Design muldiv_hilo, sky130hd; sources not shown.
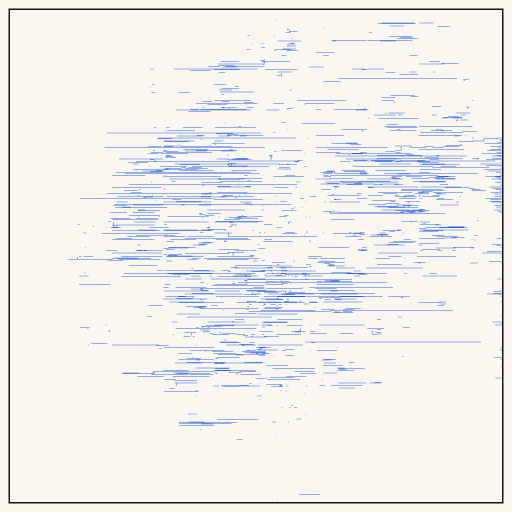
Figure 1: M3 wires.
longest straight run = 175 um
wire length on this layer = 19100 um
nets with wire on the layer = 742
share of all routed wire = 7.5%
routed wire length: 255 mm
met3 Use GR: 3.02%
DR vias: 47600

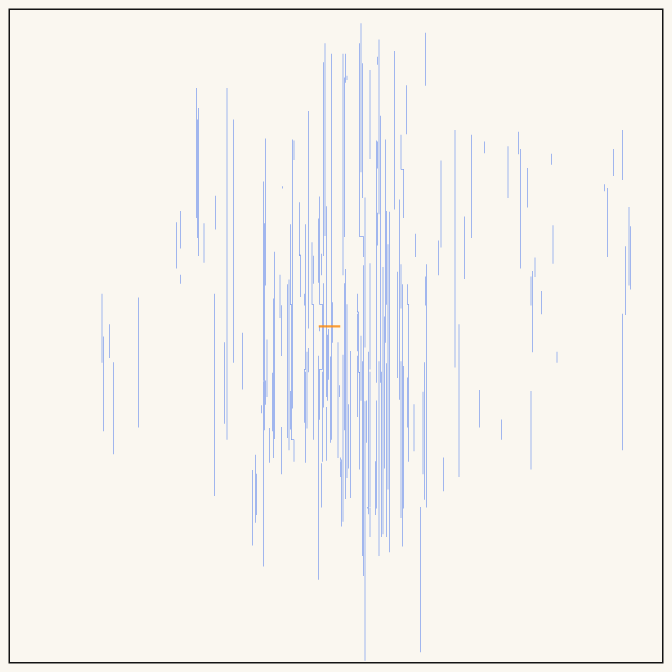
Figure 2: wiring by layer.
Two of the layers only.
blue -> met4  # wire length 12800 um
orange -> met5  # wire length 13.8 um
routed len/inst: 25.3 um
GRT Total Usage: 23.4%

==> flow_summary.yaml <==
# implementation run metrics
status:
  status: "finished, violations left"
  violations: "capacitance limit, slew limit"
place:
  numPortBuffers: 77
  gp_congestion: 0.999
route:
  drc: 0
  dr.pass1.iters: 6
cells_and_area:
  logic_gate_count: 4642
  area_growth_pct: 10.0
  drive_gt1_share_pct: 2.05
  num-nonclk-buffers: 445
  largestClassByArea: "logic gates"
  fin_cells: 10100
yosys:
  avgSynthCellArea_um2: 7.55
  synth_seq_share_pct: 8.83
  flop_cell: "dfxtp_1"
  top_cells_by_area: "fa_1, inv_1, nand2_1, dfxtp_1, ha_1"
  async_flop_share_pct: 0
clock_network:
  post_cts_resized: 0
  htreeDepth: 1
  root_buffer: "clkbuf_16"
  numCtsBuffers: 29
global_routing:
  top_usage_layer: "met2"
  overflow: 0
  antenna_found_initial: 24
floorplanning:
  row_count: 169
  fp_util_pct: 25.2
  die-area_mm2: 0.217
timing:
  maxSlewViolCount: 43
  fmax_ghz: 0.0810
worst_setup_path:
  path_buffers: 8
  end_kind: "register"
  critPathKind: "in -> reg"
  cp_top_family: "adder cells"
job:
  cap_violations: 4
-- cells in the final DEF (no fill, tap or decap), types with 29 or more instances in the layout --
master and count:
clkdlybuf4s50_1 77, nand3_1 127, a21oi_1 284, nand2_1 1706, inv_1 1862, clkbuf_1 281, buf_1 67, fa_1 1125
nor3_1 34, xor2_1 104, o21ai_0 240, nor2_1 443, clkbuf_16 29, ha_1 253, dfxtp_1 237, nand4_1 29
xnor2_1 53
-- layer usage --
| layer | up-vias | part of all wire [%] |
|---|---|---|
| li1 | 20800 | - |
| met1 | 24300 | 43 |
| met2 | 2064 | 44 |
| met3 | 369 | 7.5 |
| met4 | 2 | 5.0 |
| met5 | - | 0.0051 |
